Fig. 1: run 1, signal wires on met1
The bar under the picture is 20 um long. Supply wires on this layer in gray.
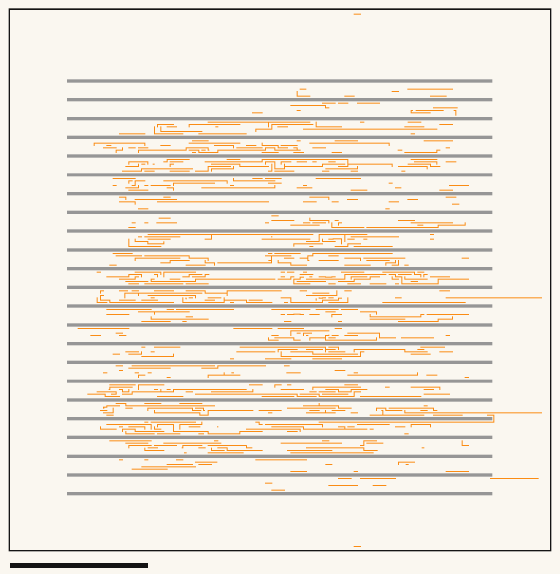
Fig. 2: run 1, met2 routing
The bar under the picture is 20 um long.
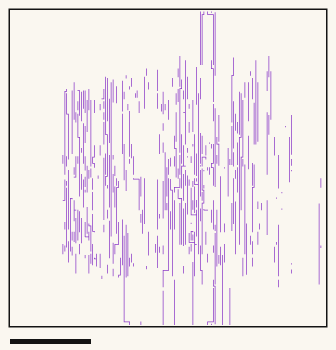
Fig. 3: run 1, metal 3
Cells faint in the background.
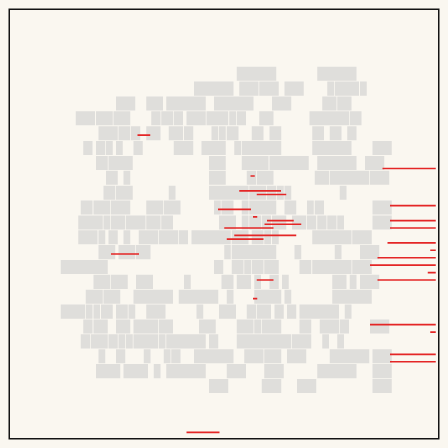
[src/rtl/park_slot_manager.sv]
// park_slot_manager
//   Owns the parking occupancy vector. It grants the lowest free slot to an
//   entering car and holds the entry gate open for a fixed number of cycles.
//   It also frees slots when cars leave.
//   Ports:
//     clk         rising-edge clock
//     rst_n       synchronous active-low reset
//     entry_req   car waiting at the entry gate (level)
//     entry_ack   1-cycle pulse, entry request answered
//     entry_full  with entry_ack: 1 = denied because the lot is full
//     entry_slot  with entry_ack and !entry_full: slot that was granted
//     gate_open   entry gate drive
//     exit_req    1-cycle pulse, a car is leaving exit_slot
//     exit_slot   index of the slot being vacated
//     exit_ack    1-cycle pulse, slot freed
//     exit_err    1-cycle pulse, exit rejected (slot free or index out of range)
//     occupancy   registered occupancy vector, bit i = slot i occupied
//     free_count  registered number of free slots
module park_slot_manager #(
  parameter int NUM_SLOTS   = 8,
  parameter int IDX_W       = 3,
  parameter int GATE_CYCLES = 4
) (
  input  logic                 clk,
  input  logic                 rst_n,
  input  logic                 entry_req,
  output logic                 entry_ack,
  output logic                 entry_full,
  output logic [IDX_W-1:0]     entry_slot,
  output logic                 gate_open,
  input  logic                 exit_req,
  input  logic [IDX_W-1:0]     exit_slot,
  output logic                 exit_ack,
  output logic                 exit_err,
  output logic [NUM_SLOTS-1:0] occupancy,
  output logic [IDX_W:0]       free_count
);

  localparam int CNT_W = (GATE_CYCLES > 1) ? $clog2(GATE_CYCLES) : 1;
  localparam logic [IDX_W:0]   NUM_SLOTS_V = (IDX_W+1)'(NUM_SLOTS);
  localparam logic [CNT_W-1:0] GATE_LAST_V = CNT_W'(GATE_CYCLES - 1);

  typedef enum logic [0:0] {
    IDLE = 1'b0,
    GATE = 1'b1
  } state_t;

  state_t               state_r;
  logic [CNT_W-1:0]     gate_cnt_r;

  logic [IDX_W-1:0]     free_idx_s;
  logic [NUM_SLOTS-1:0] grant_mask_s;
  logic [NUM_SLOTS-1:0] exit_mask_s;
  logic [NUM_SLOTS-1:0] next_occ_s;
  logic                 exit_ok_s;
  logic                 grant_s;
  logic                 deny_s;

  // Number of zero bits in an occupancy vector.
  function automatic logic [IDX_W:0] count_free(input logic [NUM_SLOTS-1:0] vec);
    logic [IDX_W:0] n;
    n = NUM_SLOTS_V;
    for (int i = 0; i < NUM_SLOTS; i++) begin
      n = vec[i] ? (n - (IDX_W+1)'(1)) : n;
    end
    return n;
  endfunction

  // Lowest free slot, grant/deny decision, exit validation and next occupancy.
  always_comb begin
    free_idx_s   = '0;
    grant_mask_s = '0;
    exit_mask_s  = '0;
    // Scan downward so the last assignment wins: bit 0 has priority.
    for (int i = NUM_SLOTS - 1; i >= 0; i--) begin
      free_idx_s = occupancy[i] ? free_idx_s : IDX_W'(i);
    end
    grant_s = (state_r == IDLE) && entry_req && (free_count != '0);
    deny_s  = (state_r == IDLE) && entry_req && (free_count == '0);
    // An index >= NUM_SLOTS matches no bit, so it falls through to exit_err.
    for (int i = 0; i < NUM_SLOTS; i++) begin
      grant_mask_s[i] = grant_s && (free_idx_s == IDX_W'(i));
      exit_mask_s[i]  = exit_req && (exit_slot == IDX_W'(i)) && occupancy[i];
    end
    exit_ok_s = |exit_mask_s;
    // The granted bit was free and the exiting bit was occupied, so the two
    // masks never overlap. A slot freed this cycle can be granted next cycle.
    next_occ_s = (occupancy | grant_mask_s) & ~exit_mask_s;
  end

  // Occupancy register, response pulses and the entry FSM.
  always_ff @(posedge clk) begin
    if (!rst_n) begin
      state_r    <= IDLE;
      gate_cnt_r <= '0;
      occupancy  <= '0;
      free_count <= NUM_SLOTS_V;
      entry_ack  <= 1'b0;
      entry_full <= 1'b0;
      entry_slot <= '0;
      gate_open  <= 1'b0;
      exit_ack   <= 1'b0;
      exit_err   <= 1'b0;
    end else begin
      occupancy  <= next_occ_s;
      free_count <= count_free(next_occ_s);
      exit_ack   <= exit_ok_s;
      exit_err   <= exit_req && !exit_ok_s;
      entry_ack  <= grant_s || deny_s;
      if (grant_s) begin
        entry_full <= 1'b0;
        entry_slot <= free_idx_s;
      end else if (deny_s) begin
        entry_full <= 1'b1;
        entry_slot <= '0;
      end
      case (state_r)
        IDLE: begin
          if (grant_s) begin
            state_r    <= GATE;
            gate_open  <= 1'b1;
            gate_cnt_r <= GATE_LAST_V;
          end else begin
            gate_open  <= 1'b0;
          end
        end
        GATE: begin
          // The ack cycle is the first open cycle; the count covers the rest.
          if (gate_cnt_r == '0) begin
            state_r   <= IDLE;
            gate_open <= 1'b0;
          end else begin
            gate_cnt_r <= gate_cnt_r - CNT_W'(1);
          end
        end
        default: begin
          state_r    <= IDLE;
          gate_open  <= 1'b0;
          gate_cnt_r <= '0;
        end
      endcase
    end
  end

endmodule

[config.mk]
export PLATFORM = sky130hd
export DESIGN_NAME = park_slot_manager
export DESIGN_NICKNAME = d
export VERILOG_FILES = /design/src/rtl/park_slot_manager.sv
export SDC_FILE = /design/constraint.sdc
export NUM_CORES = 1
export LEC_CHECK = 0
export CAP_MARGIN = 0
export CELL_PAD_IN_SITES_DETAIL_PLACEMENT = 0
export CELL_PAD_IN_SITES_GLOBAL_PLACEMENT = 1
export CORE_MARGIN = 8
export CORE_UTILIZATION = 43
export DETAILED_ROUTE_END_ITERATION = 6
export PLACE_DENSITY_LB_ADDON = 0.1
export RECOVER_POWER = 100
export SYNTH_ARGS = -nofsm -noshare
export SYNTH_HDL_FRONTEND = slang
export SYNTH_SLANG_ARGS = --single-unit
[constraint.sdc]
create_clock -name clk -period 12.7 [get_ports clk]
set_input_delay 1.905 -clock clk [delete_from_list [all_inputs] [get_ports clk]]
set_output_delay 1.905 -clock clk [all_outputs]
set_load 0.02 [all_outputs]
==> run notes, run 1 <==
Implementation progress

The flow ran to the end, and the final reports show no timing, DRC or antenna violations. Per the detail_route report, the via count comes to 1547. Global routing consumed, on the met1 layer, 16.03% of the routing resources. The area fraction in compound gates stands at 22.11%.

After detailed placement, the design holds a cell count of 267. Ranking logic cells in the layout by count gives the top entries dfxtp_1 (23), dlygate4sd3_1 (23), nor2_1 (21), nand2_1 (14). The tapcell count stands at 48. The share of layout cells above drive strength 1 stands at 8.072%. The overall power stands at 0.2014 mW. The via count of the first global-routing pass was 1516. The largest clock skew in the final design stands at 0.003351 ns. The synthesis run identifies the leading combinational cell family as simple AND/OR/NAND/NOR gates. Looking at the VDD voltage map, the peak drop is 0.00004253 V. The main area contributors are dfxtp_1 (28%), ha_1 (6.7%), nor2_1 (4.7%). STA classifies the critical path endpoint as a register.

The clock network burns 22.2% of the power. Measured in cells, the most critical reg-to-reg path has a length of 17. Sorting the synthesized cells by how often they occur yields dfxtp_1 (23), nor2_1 (21), nand2_1 (14). According to the CTS report, the clock sink count is 23. Endpoints failing hold in the final report were tallied at 0.

The detailed router put a total of 1846 um of wire on met1. The wire length per cell stands at 15.27 um. The count of non-filler cells in the finished layout stands at 271. The largest buffer count on any clock path stands at 2. Per the timing report, the most critical flop-to-flop path originates at state_r. The number of gates on the worst path with buffers counted stands at 18. The net count entering floorplan stands at 217. The met2 routed wirelength stands at 2030 um. Once the clock tree was built, the resizer swapped 0 gates to a different size.

Dividing the detail-routed via count by the number of cells gives 5.708. Looking at the cell usage after synthesis, the top flip-flop cell is dfxtp_1. STA shows the worst min-delay path finishing at entry_full. TritonCTS built the clock tree. The count of maximum capacitance violations stands at 0. The sum of met3 wire segment lengths after detailed routing stands at 176 um. The report lists the cells along the critical path as dlygate4sd3_1 -> nand2b_1 -> nor2_1 -> nand2_1 -> o21ai_0 -> fa_1 -> xnor2_1 -> inv_1 -> ha_1 -> and2_0 -> or2_2 -> ha_1 -> nand2b_1 -> xor2_1 -> and3_2 -> or4b_1 -> xnor2_1 -> mux2i_1. At the pin with the least slew margin, the transition time is 0.7642 ns. In this run switching power makes up 34.39% of total power.

The largest cell class by area is multi-input combinational cells. The area overhead of the layout relative to synthesis stands at 19.49%. The iteration count recorded for the first detailed-route pass is 4. The biggest fanout along the worst timing path stands at 6. The non-clock inverter instance count of the final layout stands at 12. The largest single stage delay on the critical path is 0.56 ns. Per the OpenROAD floorplan log, the area of the die is 6131 um2. The remaining max-slew budget at the tightest pin stands at 48.51%. The tree is rooted in a clkbuf_8. The met3 track demand over resource stands at 1.367%.

The internal power summed over all cells stands at 0.1321 mW. Data on the critical path arrives at its endpoint at 7.18 ns. The capture point of the critical path was reported as free_count[3]. The share of the clock period used by the worst path after layout stands at 55.05%. Counting both buffers and inverters, the worst setup path holds a total of 2. The violation tally recorded at the end of detailed-routing iteration 0 is 145. Of the total power, combinational logic draws 37.4%.

The layer flagged by global routing as most heavily used is met2. The routed wire length stands at 4137 um. The number of register bits inferred by synthesis stands at 23. In this run the most critical hold path is launched from entry_full.

The number of primary I/O pins stands at 27. Routed signal wires occupy layers up through met4. Dividing the synthesized area by the synthesized cell count gives 8.346 um2.

The number of clock buffers added by TritonCTS is 3. Looking at the clock tree report, the H-tree level count equals 1. The total congestion overflow after global routing stands at 0.
Notes on Fig. 1 above:
share of all routed wire: 45%
main direction: horizontal
longest straight run: 25.3 um

Notes on Fig. 2 above:
wire length on this layer: 2030 um
main direction: vertical
share of all routed wire: 49%
longest straight run: 39.8 um
nets with wire on the layer: 206

Notes on Fig. 3 above:
share of all routed wire: 4.3%
main direction: horizontal
longest straight run: 11.7 um

==> run 2, diff against run 1 <==
- CORE_UTILIZATION: 43 -> 40
- clock period: 12.7 -> 6.7 ns (I/O delays scaled with it)
Fig. 4: run 2, clock distribution
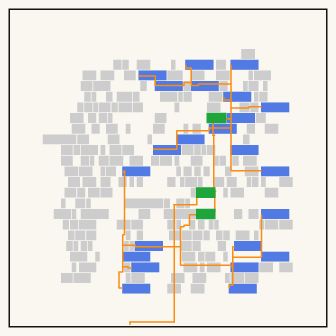
legend:
  clock drivers:
    color: green
    count: 3
  clock wires:
    color: orange
    length: 303 um
  flip-flops:
    color: blue
    count: 23
routed clock nets: 4
relative contribution of the clock network to total power: 22.6%
total clock network power: 0.0871 mW
clock network latency to the later pin of the worst-skew pair: 0.27 ns

==> run 2 against run 1 <==
Net effect: largest power group unchanged; first-iteration DRC count is 10% lower; clock skew grew 0.0020 ns; largest cell class unchanged; register-to-register slack lost 5.9 ns; via count decreased by 0.13%; highest routed layer unchanged; critical endpoint unchanged.
==> run notes, run 2 <==
Implementation progress

Outcome: complete, no violations (unchanged). The share of the synthesized area in the top cell type stands at 27.59% (unchanged). The number of buffers created by CTS stands at 3 (unchanged).

The worst endpoint data arrival time stands at 6.24 ns (was 7.18 ns). The summed area of non-filler cells in the final layout is 2002 um2 (was 1994 um2). The number of vias per cell after detailed routing stands at 5.659 (was 5.708). The area share of and/or/nand/nor cells after synthesis is 25.71% (unchanged). The remaining max-slew budget at the tightest pin stands at 47.91% (was 48.51%). The top register by number of flip-flops is occupancy (unchanged).

The startpoint of the most critical setup path was entry_req (unchanged). The overall power is 0.3848 mW (was 0.2014 mW). The count of maximum capacitance violations stands at 0 (unchanged). The count of non-filler cells in the finished layout was 273 (was 271). The share of synthesized area spent on multiplexers stands at 5.022% (unchanged).

The weighted congestion at the end of routability-driven global placement stands at 0.8795 (was 0.8314). The met3 track demand over resource is 1.674% (was 1.367%). The number of register bits inferred by synthesis stands at 23 (unchanged). The number of clock buffers in the layout stands at 3 (was 4). The area fraction in compound gates was 22.11% (unchanged). The portion of the post-synthesis area used by sequential elements stands at 27.59% (unchanged).

The via count of the first global-routing pass was 1542 (was 1516). The largest voltage drop on the vdd net is 0.00007437 V (was 0.00004253 V). The required time of the worst setup path was 6.89 ns (was 12.89 ns). The net count entering floorplan came to 217 (unchanged).

The actual transition at the worst max-transition pin stands at 0.7732 ns (was 0.7642 ns). The capture point of the worst path is free_count[3] (unchanged). The TritonCTS clock tree was done (unchanged).

The HPWL reported at the end of detailed placement is 3471 um (was 3362 um). The critical path endpoint category is a register (unchanged). The capture endpoint of the worst hold path was entry_slot[1] (was entry_full). The biggest fanout along the worst timing path was 6 (unchanged).

The internal power summed over all cells stands at 0.2506 mW (was 0.1321 mW). The proportion of synthesized flip-flops having asynchronous set or reset stands at 0% (unchanged). The total of plain and repair buffers excluding clock buffers stands at 26 (unchanged). The count of standard-cell rows stands at 23 (was 22).

The share of the clock period used by the worst path after layout stands at 90.20%. The average footprint of a synthesized cell stands at 8.346 um2 (unchanged). The total congestion overflow after global routing came to 0 (unchanged). The highest metal layer with signal wires is met4 (unchanged). The fraction of area in clock buffers and inverters stands at 2.313% (was 2.258%).

The share of layout cells above drive strength 1 is 8.520% (was 8.072%). The depth of the CTS H-tree is 1 (unchanged). The worst min-delay path startpoint is entry_slot[1] (was entry_full).

The number of sinks on the clock net stands at 23 (unchanged). The cell count of the worst reg-to-reg path stands at 17 (unchanged). The number of diodes added for antenna fixing stands at 0 (unchanged). The DRC violation total after the first TritonRoute iteration was 130 (was 145). The number of gates on the worst path with buffers counted came to 18 (unchanged).

The initial antenna violation count stands at 0 (unchanged). The global-route layer with the greatest usage was met2 (unchanged). The area overhead of the layout relative to synthesis stands at 19.94% (was 19.49%). The largest clock skew in the final design came to 0.005337 ns (was 0.003351 ns). The beginning of the worst register-to-register path is state_r (unchanged). The number of primary I/O pins was 27 (unchanged). The wire length of the first global-routing pass stands at 7479 um (was 7141 um). The critical path's largest stage delay stands at 0.58 ns (was 0.56 ns). The sum of met3 wire segment lengths after detailed routing stands at 184 um (was 176 um). The tapcell count is 50 (was 48). The largest family of logic cells by area was simple AND/OR/NAND/NOR gates (unchanged). The cell resize tally after clock tree synthesis stands at 0 (unchanged).

The switching part of the total power came to 34.86% (was 34.39%). The wire length per cell was 15.75 um (was 15.27 um). Critical-path cell list: dlygate4sd3_1 -> nand2b_1 -> nor2_1 -> nand2_1 -> o21ai_0 -> fa_1 -> xnor2_1 -> inv_1 -> ha_1 -> and2_0 -> or2_2 -> ha_1 -> nand2b_1 -> xor2_1 -> and3_4 -> or4b_1 -> xnor2_1 -> mux2i_1 (was dlygate4sd3_1 -> nand2b_1 -> nor2_1 -> nand2_1 -> o21ai_0 -> fa_1 -> xnor2_1 -> inv_1 -> ha_1 -> and2_0 -> or2_2 -> ha_1 -> nand2b_1 -> xor2_1 -> and3_2 -> or4b_1 -> xnor2_1 -> mux2i_1).

The count of final hold-check violations stands at 0 (unchanged). Top flop regs: occupancy: 8 flops, free_count: 4 flops, entry_slot: 3 flops (unchanged). Most frequent cells after synthesis: dfxtp_1 (23), nor2_1 (21), nand2_1 (14) (unchanged). The clock tree root driver cell is clkbuf_8 (unchanged). The largest buffer count on any clock path is 2 (unchanged). The post-placement cell count stands at 269 (was 267). The non-clock inverter instance count of the final layout came to 12 (unchanged). The adder-cell share of the synthesized area came to 8.546% (unchanged).

The first-pass detailed-route iteration total stands at 4 (unchanged). The biggest cell category by area in the final layout is multi-input combinational cells (unchanged). The area of the die stands at 6496 um2 (was 6131 um2). The hold-critical path depth stands at 2 (unchanged).

Highest-count cells in the layout ignoring fill and taps: dfxtp_1 (23), dlygate4sd3_1 (23), nor2_1 (21), nand2_1 (14) (unchanged). The most instantiated flip-flop cell in the synthesis netlist is dfxtp_1 (unchanged). Main area contributors: dfxtp_1 (28%), ha_1 (6.7%), nor2_1 (4.7%) (unchanged). The number of distinct standard cells referenced by the synthesized netlist is 57 (unchanged). The area occupied by registers was 460.4 um2 (unchanged). The count of buffering cells on the critical path with inverters included stands at 2 (unchanged). The non-clock buffering overhead in the final layout came to 13.00% (was 13.05%). The minimum hold slack stands at 0.4578 ns (was 0.4561 ns). The total setup buffers inserted after CTS stands at 0 (unchanged). The worst-path cell with the longest stage delay is o21ai_0 (was fa_1). The met2 routed wirelength stands at 2132 um (was 2030 um).

The power share of the combinational group came to 37.3% (was 37.4%). The post-placement setup slack stands at 0.4242 ns (was 5.603 ns). The post-route met1 wirelength stands at 1918 um (was 1846 um). The leakage power of the design stands at 0.8260 nW (was 0.8223 nW).
Fig. 5: run 2, signal wires on met1
The bar under the picture is 20 um long. Supply wires on this layer in gray.
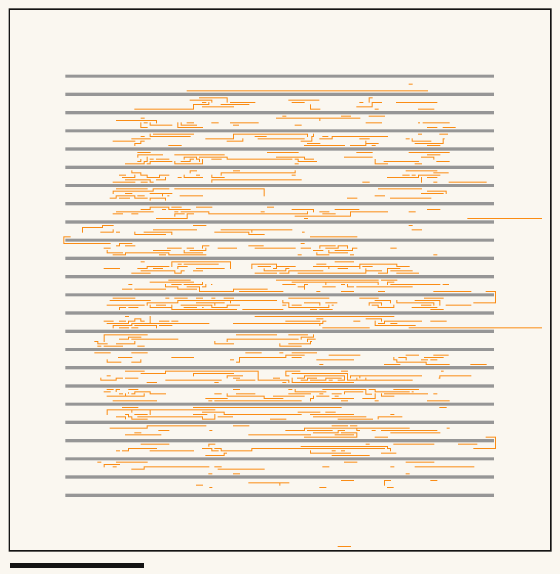
share of all routed wire: 45%
main direction: horizontal
longest straight run: 35.9 um
nets with wire on the layer: 219
wire length on this layer: 1920 um
number of vias in the routed layout: 1545
global routing usage on met1: 16.90%
final wirelength: 4301 um

==> run 3, diff against run 2 <==
--- a/config.mk
+++ b/config.mk
@@ -7,3 +7,2 @@
 export LEC_CHECK = 0
-export CAP_MARGIN = 0
 export CELL_PAD_IN_SITES_DETAIL_PLACEMENT = 0
@@ -15,2 +14,3 @@
 export RECOVER_POWER = 100
+export SKIP_CTS_REPAIR_TIMING = 1
 export SYNTH_ARGS = -nofsm -noshare
==> constraint.sdc (replaced) <==
create_clock -name clk -period 6.7 [get_ports clk]
set_input_delay 1.34 -clock clk [delete_from_list [all_inputs] [get_ports clk]]
set_output_delay 1.34 -clock clk [all_outputs]
set_load 0.02 [all_outputs]
Fig. 6: run 3, clock distribution
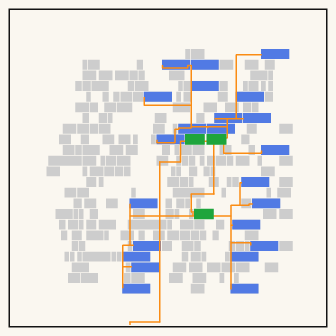
legend:
  flip-flops:
    color: blue
    count: 23
  clock drivers:
    color: green
    count: 3
  clock wires:
    color: orange
    length: 294 um
routed clock nets: 4

==> run 3 against run 2 <==
Net effect: routed wire length grew 0.21%; fmax shrank 1.7%; sequential share of layout area shrank 0.16 points; largest cell class unchanged; register-to-register slack gained 0.12 ns; clock skew shrank 0.0027 ns.
==> run notes, run 3 <==
Implementation progress

The adder-cell share of the synthesized area stands at 8.546% (unchanged). The capture endpoint of the worst hold path is entry_slot[2] (was entry_slot[1]). The number of diodes added for antenna fixing came to 0 (unchanged). The startpoint of the most critical setup path is entry_req (unchanged).

The TritonCTS clock tree was done (unchanged). The highest metal layer with signal wires was met4 (unchanged). The required time of the worst setup path stands at 6.90 ns (was 6.89 ns).

The non-clock buffering overhead in the final layout stands at 13.66% (was 13.00%). The cell count of the worst reg-to-reg path came to 16 (was 17). The fraction of area in clock buffers and inverters was 2.235% (was 2.313%). The number of clock buffers in the layout came to 4 (was 3). The capture point of the worst path is free_count[3] (unchanged).

The initial antenna violation count stands at 0 (unchanged). The area share of and/or/nand/nor cells after synthesis came to 25.71% (unchanged). The summed area of non-filler cells in the final layout was 2016 um2 (was 2002 um2).

The most instantiated flip-flop cell in the synthesis netlist was dfxtp_1 (unchanged). The portion of the post-synthesis area used by sequential elements stands at 27.59% (unchanged). Most frequent cells after synthesis: dfxtp_1 (23), nor2_1 (21), nand2_1 (14) (unchanged).

The top register by number of flip-flops is occupancy (unchanged). The number of primary I/O pins is 27 (unchanged). The wire length per cell stands at 15.62 um (was 15.75 um). The tapcell count stands at 50 (unchanged).

The worst endpoint data arrival time was 6.35 ns (was 6.24 ns). Outcome: complete, no violations (unchanged). The share of synthesized area spent on multiplexers stands at 5.022% (unchanged). The count of final hold-check violations is 0 (unchanged). The number of buffers created by CTS is 3 (unchanged). The biggest fanout along the worst timing path stands at 6 (unchanged). The number of vias per cell after detailed routing is 5.645 (was 5.659). The share of the clock period used by the worst path after layout stands at 91.78% (was 90.20%).

The post-route met1 wirelength stands at 1932 um (was 1918 um). The insertion delay to the later sink of the worst-skew pair stands at 0.26 ns (was 0.27 ns). The via count of the first global-routing pass was 1502 (was 1542). The proportion of synthesized flip-flops having asynchronous set or reset stands at 0% (unchanged). The actual transition at the worst max-transition pin stands at 0.7815 ns (was 0.7732 ns). The overall power stands at 0.3845 mW (was 0.3848 mW). The number of sinks on the clock net stands at 23 (unchanged). The total of plain and repair buffers excluding clock buffers stands at 29 (was 26). The met1 usage was 17.15% (was 16.90%). The depth of the CTS H-tree stands at 1 (unchanged). The count of buffering cells on the critical path with inverters included came to 2 (unchanged). The HPWL reported at the end of detailed placement stands at 3452 um (was 3471 um). The number of register bits inferred by synthesis stands at 23 (unchanged).

The area fraction in compound gates came to 22.11% (unchanged). The number of distinct standard cells referenced by the synthesized netlist stands at 57 (unchanged). The minimum hold slack stands at 0.4587 ns (was 0.4578 ns). The area occupied by registers was 460.4 um2 (unchanged).

Highest-count cells in the layout ignoring fill and taps: dfxtp_1 (23), dlygate4sd3_1 (23), nor2_1 (21), nand2_1 (14) (unchanged). The total congestion overflow after global routing came to 0 (unchanged). The area of the die is 6496 um2 (unchanged). The post-placement setup slack came to 0.4016 ns (was 0.4242 ns). The largest family of logic cells by area was simple AND/OR/NAND/NOR gates (unchanged).

Top flop regs: occupancy: 8 flops, free_count: 4 flops, entry_slot: 3 flops (unchanged).
Fig. 7: run 3, met2 routing
The bar under the picture is 20 um long.
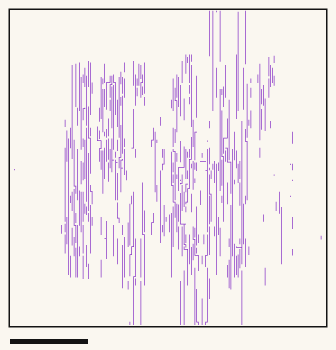
wire length on this layer: 2180 um
main direction: vertical
nets with wire on the layer: 207
final wirelength: 4310 um
M2 GR Usage: 25.34%
number of vias in the routed layout: 1558

No activity file was given, so power comes from the tool's default toggle rates.
